### config.mk
export PLATFORM = sky130hd
export DESIGN_NAME = dadda_div_8_flat
export DESIGN_NICKNAME = d
export VERILOG_FILES = /design/src/rtl/dadda_div_8_if.sv /design/src/rtl/dadda_div_8.sv /design/src/flat_wrapper.sv
export SDC_FILE = /design/constraint.sdc
export NUM_CORES = 1
export LEC_CHECK = 0
export CAP_MARGIN = 20
export CORE_MARGIN = 4
export CORE_UTILIZATION = 45
export CTS_CLUSTER_SIZE = 20
export DETAILED_ROUTE_END_ITERATION = 10
export PLACE_DENSITY = 0.68
export SLEW_MARGIN = 15
export SYNTH_ARGS = -nofsm -noshare
export SYNTH_HDL_FRONTEND = slang
export SYNTH_SLANG_ARGS = --single-unit
### constraint.sdc
create_clock -name clk -period 4 [get_ports clk]
set_input_delay 0.8 -clock clk [delete_from_list [all_inputs] [get_ports clk]]
set_output_delay 0.8 -clock clk [all_outputs]
set_load 0.01 [all_outputs]
### src/rtl/dadda_div_8_if.sv
// Start/done handshake bundle between a controller and the 16-by-8 restoring divider.
// The controller drives the operands; the divider returns the registered results.
interface dadda_div_8_if #(
   parameter int N = 8,
   parameter int M = 8
);
   logic             start;
   logic [N+M-1:0]   y;
   logic [M-1:0]     B;
   logic             busy;
   logic             done;
   logic [N+M-1:0]   Q;
   logic [M-1:0]     R;
   logic             div_zero;

   modport master (
      output start, y, B,
      input  busy, done, Q, R, div_zero
   );

   modport slave (
      input  start, y, B,
      output busy, done, Q, R, div_zero
   );
endinterface

### src/rtl/dadda_div_8.sv
// Sequential unsigned restoring divider producing one quotient bit per clock.
// It inverts the 8x8 Dadda multiplier: y = A*B divided by B returns Q = A, R = 0.
module dadda_div_8 #(
   parameter int N = 8,
   parameter int M = 8
) (
   input  logic           clk,
   input  logic           rst_n,
   dadda_div_8_if.slave   bus
);
   localparam int W = N + M;
   localparam logic [4:0] LAST_STEP = 5'(W - 1);

   typedef enum logic {IDLE, RUN} state_t;

   state_t         state_q, state_d;
   logic [W-1:0]   d_q, d_d;
   logic [M-1:0]   bd_q, bd_d;
   logic [M:0]     p_q, p_d;
   logic [W-1:0]   qs_q, qs_d;
   logic [4:0]     cnt_q, cnt_d;
   logic [W-1:0]   q_q, q_d;
   logic [M-1:0]   r_q, r_d;
   logic           div_zero_q, div_zero_d;
   logic           done_q, done_d;

   logic [M:0]     trial;
   logic           fits;
   logic [M:0]     p_step;
   logic [W-1:0]   qs_step;

   always_ff @(posedge clk or negedge rst_n) begin
      if (!rst_n) begin
         state_q    <= IDLE;
         d_q        <= '0;
         bd_q       <= '0;
         p_q        <= '0;
         qs_q       <= '0;
         cnt_q      <= '0;
         q_q        <= '0;
         r_q        <= '0;
         div_zero_q <= 1'b0;
         done_q     <= 1'b0;
      end else begin
         state_q    <= state_d;
         d_q        <= d_d;
         bd_q       <= bd_d;
         p_q        <= p_d;
         qs_q       <= qs_d;
         cnt_q      <= cnt_d;
         q_q        <= q_d;
         r_q        <= r_d;
         div_zero_q <= div_zero_d;
         done_q     <= done_d;
      end
   end

   // The partial remainder stays below 2*Bd, so one extra bit holds the trial value.
   always_comb begin
      state_d    = state_q;
      d_d        = d_q;
      bd_d       = bd_q;
      p_d        = p_q;
      qs_d       = qs_q;
      cnt_d      = cnt_q;
      q_d        = q_q;
      r_d        = r_q;
      div_zero_d = div_zero_q;
      done_d     = 1'b0;

      trial   = {p_q[M-1:0], d_q[W-1]};
      fits    = (trial >= {1'b0, bd_q});
      p_step  = fits ? (trial - {1'b0, bd_q}) : trial;
      qs_step = {qs_q[W-2:0], fits};

      case (state_q)
         IDLE: begin
            if (bus.start) begin
               if (bus.B != '0) begin
                  d_d     = bus.y;
                  bd_d    = bus.B;
                  p_d     = '0;
                  qs_d    = '0;
                  cnt_d   = '0;
                  state_d = RUN;
               end else begin
                  q_d        = '1;
                  r_d        = '0;
                  div_zero_d = 1'b1;
                  done_d     = 1'b1;
               end
            end
         end
         RUN: begin
            d_d   = {d_q[W-2:0], 1'b0};
            p_d   = p_step;
            qs_d  = qs_step;
            cnt_d = cnt_q + 5'd1;
            if (cnt_q == LAST_STEP) begin
               q_d        = qs_step;
               r_d        = p_step[M-1:0];
               div_zero_d = 1'b0;
               done_d     = 1'b1;
               state_d    = IDLE;
            end
         end
         default: state_d = IDLE;
      endcase
   end

   assign bus.busy     = (state_q == RUN);
   assign bus.done     = done_q;
   assign bus.Q        = q_q;
   assign bus.R        = r_q;
   assign bus.div_zero = div_zero_q;
endmodule

### src/flat_wrapper.sv
// flat-port wrapper written by rule: the top's interface ports become plain ports
module dadda_div_8_flat 
#(
   parameter int N = 8,
   parameter int M = 8
)
  (clk, rst_n, bus_start, bus_y, bus_B, bus_busy, bus_done, bus_Q, bus_R, bus_div_zero);
  dadda_div_8_if #(.N(N), .M(M)) bus_i ();
  input  logic clk;
  input  logic rst_n;
  input wire logic [$bits(bus_i.start)-1:0] bus_start;
  input wire logic [$bits(bus_i.y)-1:0] bus_y;
  input wire logic [$bits(bus_i.B)-1:0] bus_B;
  output wire logic [$bits(bus_i.busy)-1:0] bus_busy;
  output wire logic [$bits(bus_i.done)-1:0] bus_done;
  output wire logic [$bits(bus_i.Q)-1:0] bus_Q;
  output wire logic [$bits(bus_i.R)-1:0] bus_R;
  output wire logic [$bits(bus_i.div_zero)-1:0] bus_div_zero;
  assign bus_i.start = bus_start;
  assign bus_i.y = bus_y;
  assign bus_i.B = bus_B;
  assign bus_busy = bus_i.busy;
  assign bus_done = bus_i.done;
  assign bus_Q = bus_i.Q;
  assign bus_R = bus_i.R;
  assign bus_div_zero = bus_i.div_zero;
  dadda_div_8 #(.N(N), .M(M)) u_core (.clk(clk), .rst_n(rst_n), .bus(bus_i));
endmodule
==> images/m1.png <==
Scale bar: 20 µm. Cells faint in the background.
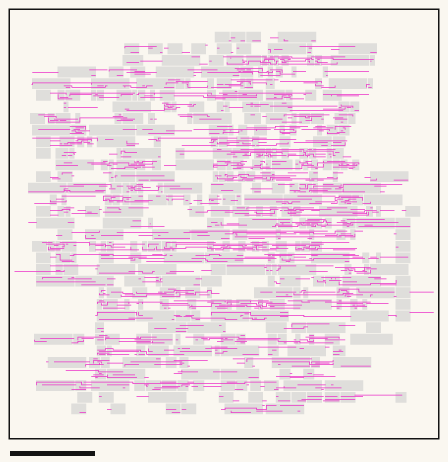
411 nets have wire on it. The layer holds 46% of the routed length. The longest straight run is 34.5 µm.

==> images/m2.png <==
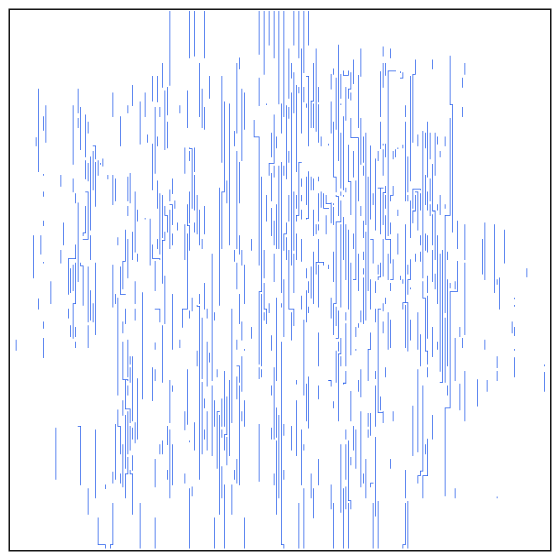
The longest straight run is 37.6 µm. The layer carries 3970 µm of wire. The wires run mostly vertical. 382 nets have wire on it. The layer holds 49% of the routed length.

==> flow_summary.json <==
{
  "ff_count": 79,
  "holdCritPathClass": "in2async",
  "largest_class": "registers",
  "placed_area_mm2": 0.00439,
  "hold_ws_ps": 353,
  "cts_buffer_depth": 2,
  "top_cells_by_count": "dfrtp_1 (79), nand2_1 (40), o21ai_0 (32)",
  "yosysTopAreaCell": "dfrtp_1",
  "ys_sh_adder_pct": 3.79,
  "switching_share_pct": 39.3,
  "reg2reg_to": "u_core.p_q[1]",
  "ant_nets": 0,
  "grt_pass1_vias": 2799,
  "clkPwrFrac_pct": 15.7,
  "dp_slack_ps": 901,
  "aoi_share_pct": 15.9,
  "num_tap_cells": 105,
  "worstSetupPathDepth": 6,
  "netlist_instances": 369,
  "final_cell_count_no_fill": 526,
  "maxUsedRoutingLayer": "met4",
  "drc_errors": 0,
  "placed_cells": 509,
  "synth_seq_share_pct": 51.7,
  "synth_area_mm2": 0.00382,
  "edf_count": 0,
  "crit_slowest_cell": "o21ai_4",
  "r2r_slack_ps": 1560,
  "combGateArea_mm2": 0.00166,
  "cp_top_family": "AND-OR/OR-AND gates",
  "fin_ws_ps": 1250,
  "wl_per_cell_um": 15.5,
  "area.sequential_mm2": 0.00198,
  "p_per_area_mw_per_mm2": 853,
  "fillers": 768,
  "core_area_mm2": 0.00826,
  "yosys.area.top_type_share_pct": 51.7,
  "cts_sinks": 79,
  "htreeDepth": 3,
  "seq_share_pct": 42.8,
  "syn_nets": 407,
  "n_all_inverters": 16,
  "crit_path_start": "bus_B[5]",
  "avgSynthCellArea_um2": 10.4,
  "hpwl_um": 5600,
  "track_usage_pct": 17.2,
  "topCellsByArea": "dfrtp_1 (52%), mux2i_1 (8.1%), o21ai_0 (4.2%)",
  "die_x_um": 100,
  "synth_cell_types": 54,
  "cts_setup_buffers": 0,
  "switchingPower_uw": 1550,
  "dr.pass1.iters": 4,
  "ioPinCount": 54,
  "power_leader": "combinational cells",
  "power.leakage_uw": 0.00208,
  "internal_power_uw": 2390,
  "area_growth_pct": 20.8,
  "crit_chain": "clkdlybuf4s50_1, or4_4, o21ai_4, buf_4, nand3_1, o21ai_0",
  "grt_pass1_wl_um": 13800,
  "clk_latency_ps": 350,
  "ys_area_mm2": 0.00382,
  "yosys_cells": 369,
  "topCombFamilyByArea": "AND-OR/OR-AND gates",
  "worst_slew_pin_slew_ps": 884,
  "drt-initial-drc-count": 117,
  "simple_gate_area_share_pct": 14.5,
  "worstPathRequired_ps": 4250,
  "outcome": "completed",
  "yosysWarnings": 0,
  "rows": 33,
  "place_congestion": 0.862,
  "logic_gate_count": 252,
  "placement.io_buffers": 53,
  "startpoint_type": "input pin",
  "pg_clk_uw": 619,
  "buffer_area_share_pct": 12.7,
  "max_stage_delay_ps": 730,
  "cp.arrival_ps": 3000,
  "wl_met1_um": 3790,
  "hold_violations": 0,
  "skew_ps": 8.62,
  "diodes": 0,
  "final_area_mm2": 0.00462,
  "pg_comb_uw": 1880,
  "comb_area_share_pct": 35.9,
  "cts_buffers": 9,
  "xor_area_share_pct": 0.458,
  "relSlewSlack_pct": 40.9,
  "fin_nets": 454,
  "pwr-share-seq_pct": 36.6,
  "finalPower_uw": 3940,
  "period_needed_ps": 2750
}
==> images/m3.png <==
Scale bar: 20 µm.
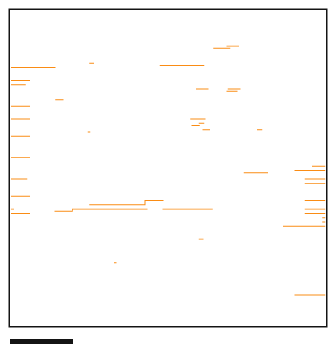
The layer carries 260 µm of wire. The layer holds 3.2% of the routed length.
detailed-route via count: 2853
routing usage on met3: 2.57%
final wirelength: 8160 µm

No activity file was given, so power comes from the tool's default toggle rates.
